Sizing map:
Bar = 20 um.
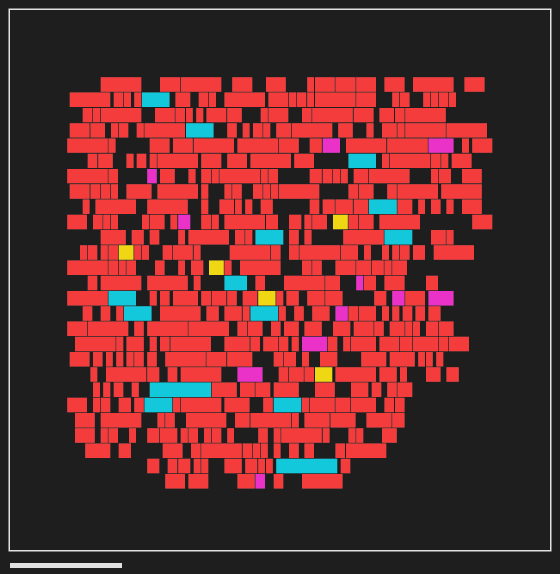
M2 wires:
Bar = 20 um. Cells faint in the background.
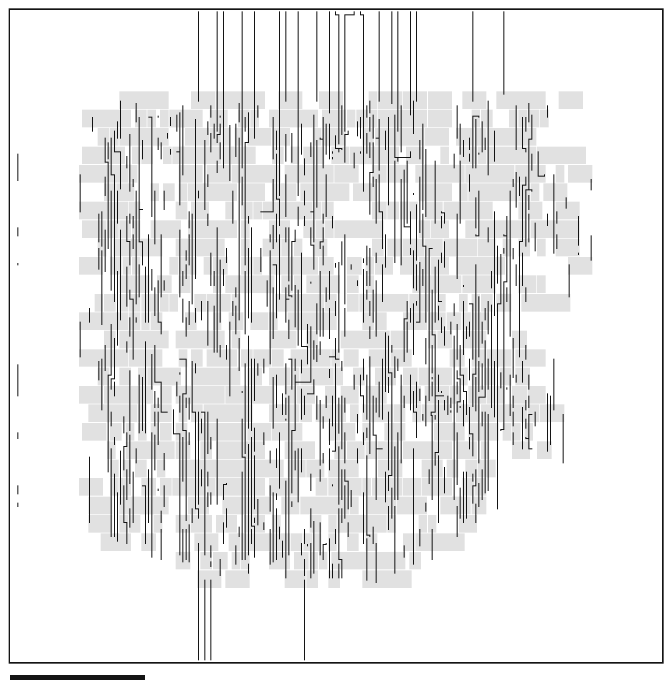
Met1 routing:
Bar = 20 um. Supply wires on this layer in gray. Cells faint in the background.
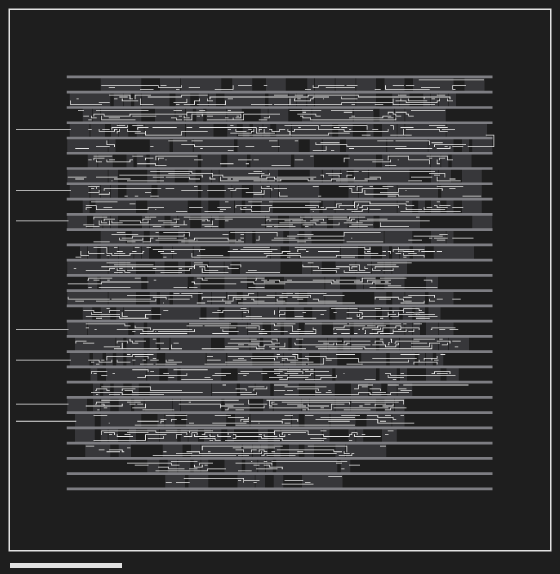
Close-up of the layout:
Bar = 10 um. Window x 28 to 68, y 9 to 49 um. Cells in gray, sequential cells in the stronger gray; small squares are vias.
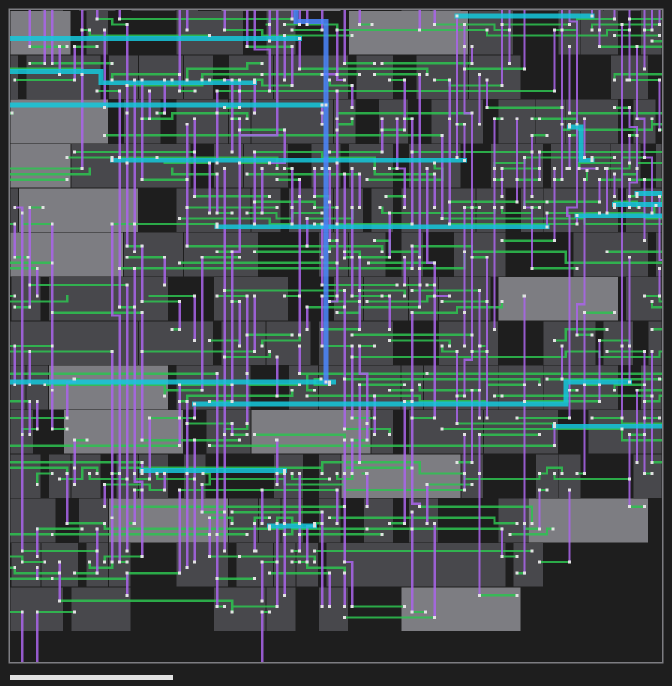
$ cat config.mk
export PLATFORM = sky130hd
export DESIGN_NAME = iterative_booth_multiplier_module
export DESIGN_NICKNAME = d
export VERILOG_FILES = /design/src/rtl/iterative_booth_multiplier_module.sv
export SDC_FILE = /design/constraint.sdc
export NUM_CORES = 1
export LEC_CHECK = 0
export CAP_MARGIN = 10
export CORE_MARGIN = 10
export CORE_UTILIZATION = 55
export DETAILED_ROUTE_END_ITERATION = 8
export PLACE_DENSITY = 0.79
export SKIP_LAST_GASP = 1
export SLEW_MARGIN = 20
export SYNTH_ARGS = -nofsm -noshare
export SYNTH_HDL_FRONTEND = slang
export SYNTH_SLANG_ARGS = --single-unit
$ cat constraint.sdc
create_clock -name CLK -period 4.45 [get_ports CLK]
set_input_delay 0.89 -clock CLK [delete_from_list [all_inputs] [get_ports CLK]]
set_output_delay 0.89 -clock CLK [all_outputs]
set_load 0.02 [all_outputs]
$ cat src/rtl/iterative_booth_multiplier_module.sv
// iterative_booth_multiplier_module: radix-2 Booth multiplier, one step per clock over WIDTH+1 steps,
// handling signed and unsigned operands through a one-bit operand extension.
module iterative_booth_multiplier_module #(
    parameter int WIDTH = 8
) (
    input  logic               CLK,
    input  logic               RST,
    input  logic               Start_Sig,
    input  logic               Signed_Mode,
    input  logic [WIDTH-1:0]   A,
    input  logic [WIDTH-1:0]   B,
    output logic               Busy_Sig,
    output logic               Done_Sig,
    output logic [2*WIDTH-1:0] Product
);
    localparam int E  = WIDTH + 1;
    localparam int CW = $clog2(E + 1);
    typedef enum logic [1:0] {IDLE, BOOTH, DONE} state_t;
    state_t        state;
    logic [E-1:0]  a_ext, s_ext, a_in, b_in, upper;
    logic [2*E:0]  p, p_next;
    logic [CW-1:0] cnt;
    // The extra operand bit lets unsigned values ride through signed Booth recoding.
    always_comb begin
        a_in   = {Signed_Mode & A[WIDTH-1], A};
        b_in   = {Signed_Mode & B[WIDTH-1], B};
        upper  = p[1:0] == 2'b01 ? p[2*E:E+1] + a_ext :
                 p[1:0] == 2'b10 ? p[2*E:E+1] + s_ext : p[2*E:E+1];
        p_next = {upper[E-1], upper, p[E:1]};
    end
    always_ff @(posedge CLK) begin
        if (RST) begin
            state    <= IDLE;
            a_ext    <= '0;
            s_ext    <= '0;
            p        <= '0;
            cnt      <= '0;
            Product  <= '0;
            Done_Sig <= 1'b0;
            Busy_Sig <= 1'b0;
        end else begin
            case (state)
                IDLE: if (Start_Sig) begin
                    a_ext    <= a_in;
                    s_ext    <= -a_in;
                    p        <= {{E{1'b0}}, b_in, 1'b0};
                    cnt      <= '0;
                    Busy_Sig <= 1'b1;
                    state    <= BOOTH;
                end
                BOOTH: begin
                    p   <= p_next;
                    cnt <= cnt + 1'b1;
                    if (cnt == CW'(E - 1)) begin
                        Product  <= p_next[2*WIDTH:1];
                        Done_Sig <= 1'b1;
                        state    <= DONE;
                    end
                end
                DONE: begin
                    Done_Sig <= 1'b0;
                    Busy_Sig <= 1'b0;
                    state    <= IDLE;
                end
                default: state <= IDLE;
            endcase
        end
    end
endmodule

==> results.yml <==
# generated from flow reports
pwr:
  p_int_mw: 0.954
  seq_power_share_pct: 44.9
  clkPwrFrac_pct: 43.2
  ir_drop_mv: 0.277
  p_switching_mw: 0.318
  leakage_nw: 1.48
  p_seq_mw: 0.572
  p_comb_mw: 0.151
  pg_clk_mw: 0.549
  comb_power_share_pct: 11.9
sta:
  rsz0062_at_grt: "no"
  setup_viol: 0
  worst_pin_slew_ns: 1.07
  hold_viol_final: 0
  period_minus_slack_ns: 2.38
global_route:
  grt_pass1_wl_mm: 12.8
  met1_usage_pct: 23.0
  grt.overflow.total: 0
  grt_max_degree: 62
  grtUsageMet3_pct: 5.53
drt:
  dr_wl_met2_mm: 3.68
  first_pass_iters: 5
  drtAntennaViolNets: 0
  met3_length_um: 492
  drc_errors: 0
  top_layer_used: "met4"
cells_and_area:
  n_fill_cell: 486
  n_antenna_cell: 0
  drive_gt1_share_pct: 6.83
floorplanning:
  core_sq_um: 5570
  die.size.y_um: 96.3
  die_w_um: 96.3
synthesis:
  xor_share_pct: 3.56
  synth.top_cell.area_share_pct: 36.9
  yosysSeqAreaShare_pct: 36.9
  topCombFamilyByArea: "AND-OR/OR-AND gates"
  most_common_cell: "nand2_1"
  topCellsByArea: "dfxtp_1 (37%), a21oi_1 (10%), nand2_1 (8.6%), ha_1 (7.0%), nor2_1 (3.9%)"
  syn-cell-area_sq_um: 3200
  ys_types: 47
  syn_avg_cell_area_sq_um: 7.86
  synthArstFlopShare_pct: 0
  synth-edff-count: 0
  yosys_area_sq_um: 3200
  ys_sh_simple_pct: 21.9
hold_path:
  whs_path_depth: 2
  min_from: "Product[0]"
critical_path:
  rr_worst_depth: 8
  endpoint_kind: "flip-flop"
  critPathArrivalTime_ns: 2.56
  timing.rr.start: "a_ext[0]"
  startpoint_type: "flip-flop"
  regToRegEndpoint: "p[15]"
  crit_path_end: "p[15]"
  startpoint: "a_ext[0]"
place:
  dpl_cell_area_sq_um: 3580
  gp_congestion: 0.941
  dpl.hpwl_mm: 5.56
  place_inst: 495
clock_tree:
  clockRootBuffer: "clkbuf_8"
  clk_latency_ns: 0.34
  clk_pin_slew_ns: 0.07
  cts_made_buffers: 9
  hold_buffers: 0
job:
  max_cap_violations: 0
outcome:
  outcome: "finished clean"
About 'sizing map':
Key: red = drive 1 or less [cells 409, share 93%, most used nand2_1]; yellow = drive 3 to 4 [cells 5, share 1.1%, most used buf_4]; magenta = drive 2 [cells 11, share 2.5%, most used a211oi_2]; cyan = drive 6 and up [cells 14, share 3.2%, most used clkbuf_8]

About 'M2 wires':
The longest straight run is 30.3 um. The layer carries 3680 um of wire. The layer holds 47% of the routed length. 382 nets have wire on it. The wires run mostly vertical.
total number of vias: 2910
M2 GR Usage: 26.7%

About 'met1 routing':
The layer carries 3530 um of wire. The wires run mostly horizontal. The longest straight run is 24.4 um. 448 nets have wire on it.

About 'close-up of the layout':
Key: purple = met2; green = met1; blue = met4; cyan = met3
Netlist names of flops here include s_ext (7), a_ext (5), p (2). Most frequent: nand2_1 (21), a21oi_1 (20), dfxtp_1 (14). 135 logic cells have their middle in the window. Sequential cells in the window: 14.

==> worst max-delay path, delay by kind of cell, from the launching register on <==
family	cells	cell delay (ns)
adders and majority gates	2	0.75
xor gates and xnor gates	1	0.15
AOI/OAI and AO/OA	3	0.82
DFF	1	0.32
and+or+nand+nor	2	0.18
==> cell families after synthesis <==
kind of cell	after synthesis
and+or+nand+nor	155
AOI/OAI and AO/OA	124
DFF	59
buffers and inverters	31
adders and majority gates	20
xor gates and xnor gates	13
muxes	5
==> area by class of cell <==
class | instances | area [sq um] | area share [%]
inverter | 7 | 26.3 | 0.689
clock inverter | 4 | 73.8 | 1.94
timing repair buffer | 41 | 399 | 10.5
clock buffer | 11 | 151 | 3.97
tap | 72 | 90.1 | 2.36
multi-input combinational | 317 | 1890 | 49.6
sequential | 59 | 1180 | 31.0
Power and IR drop assume default switching activity.
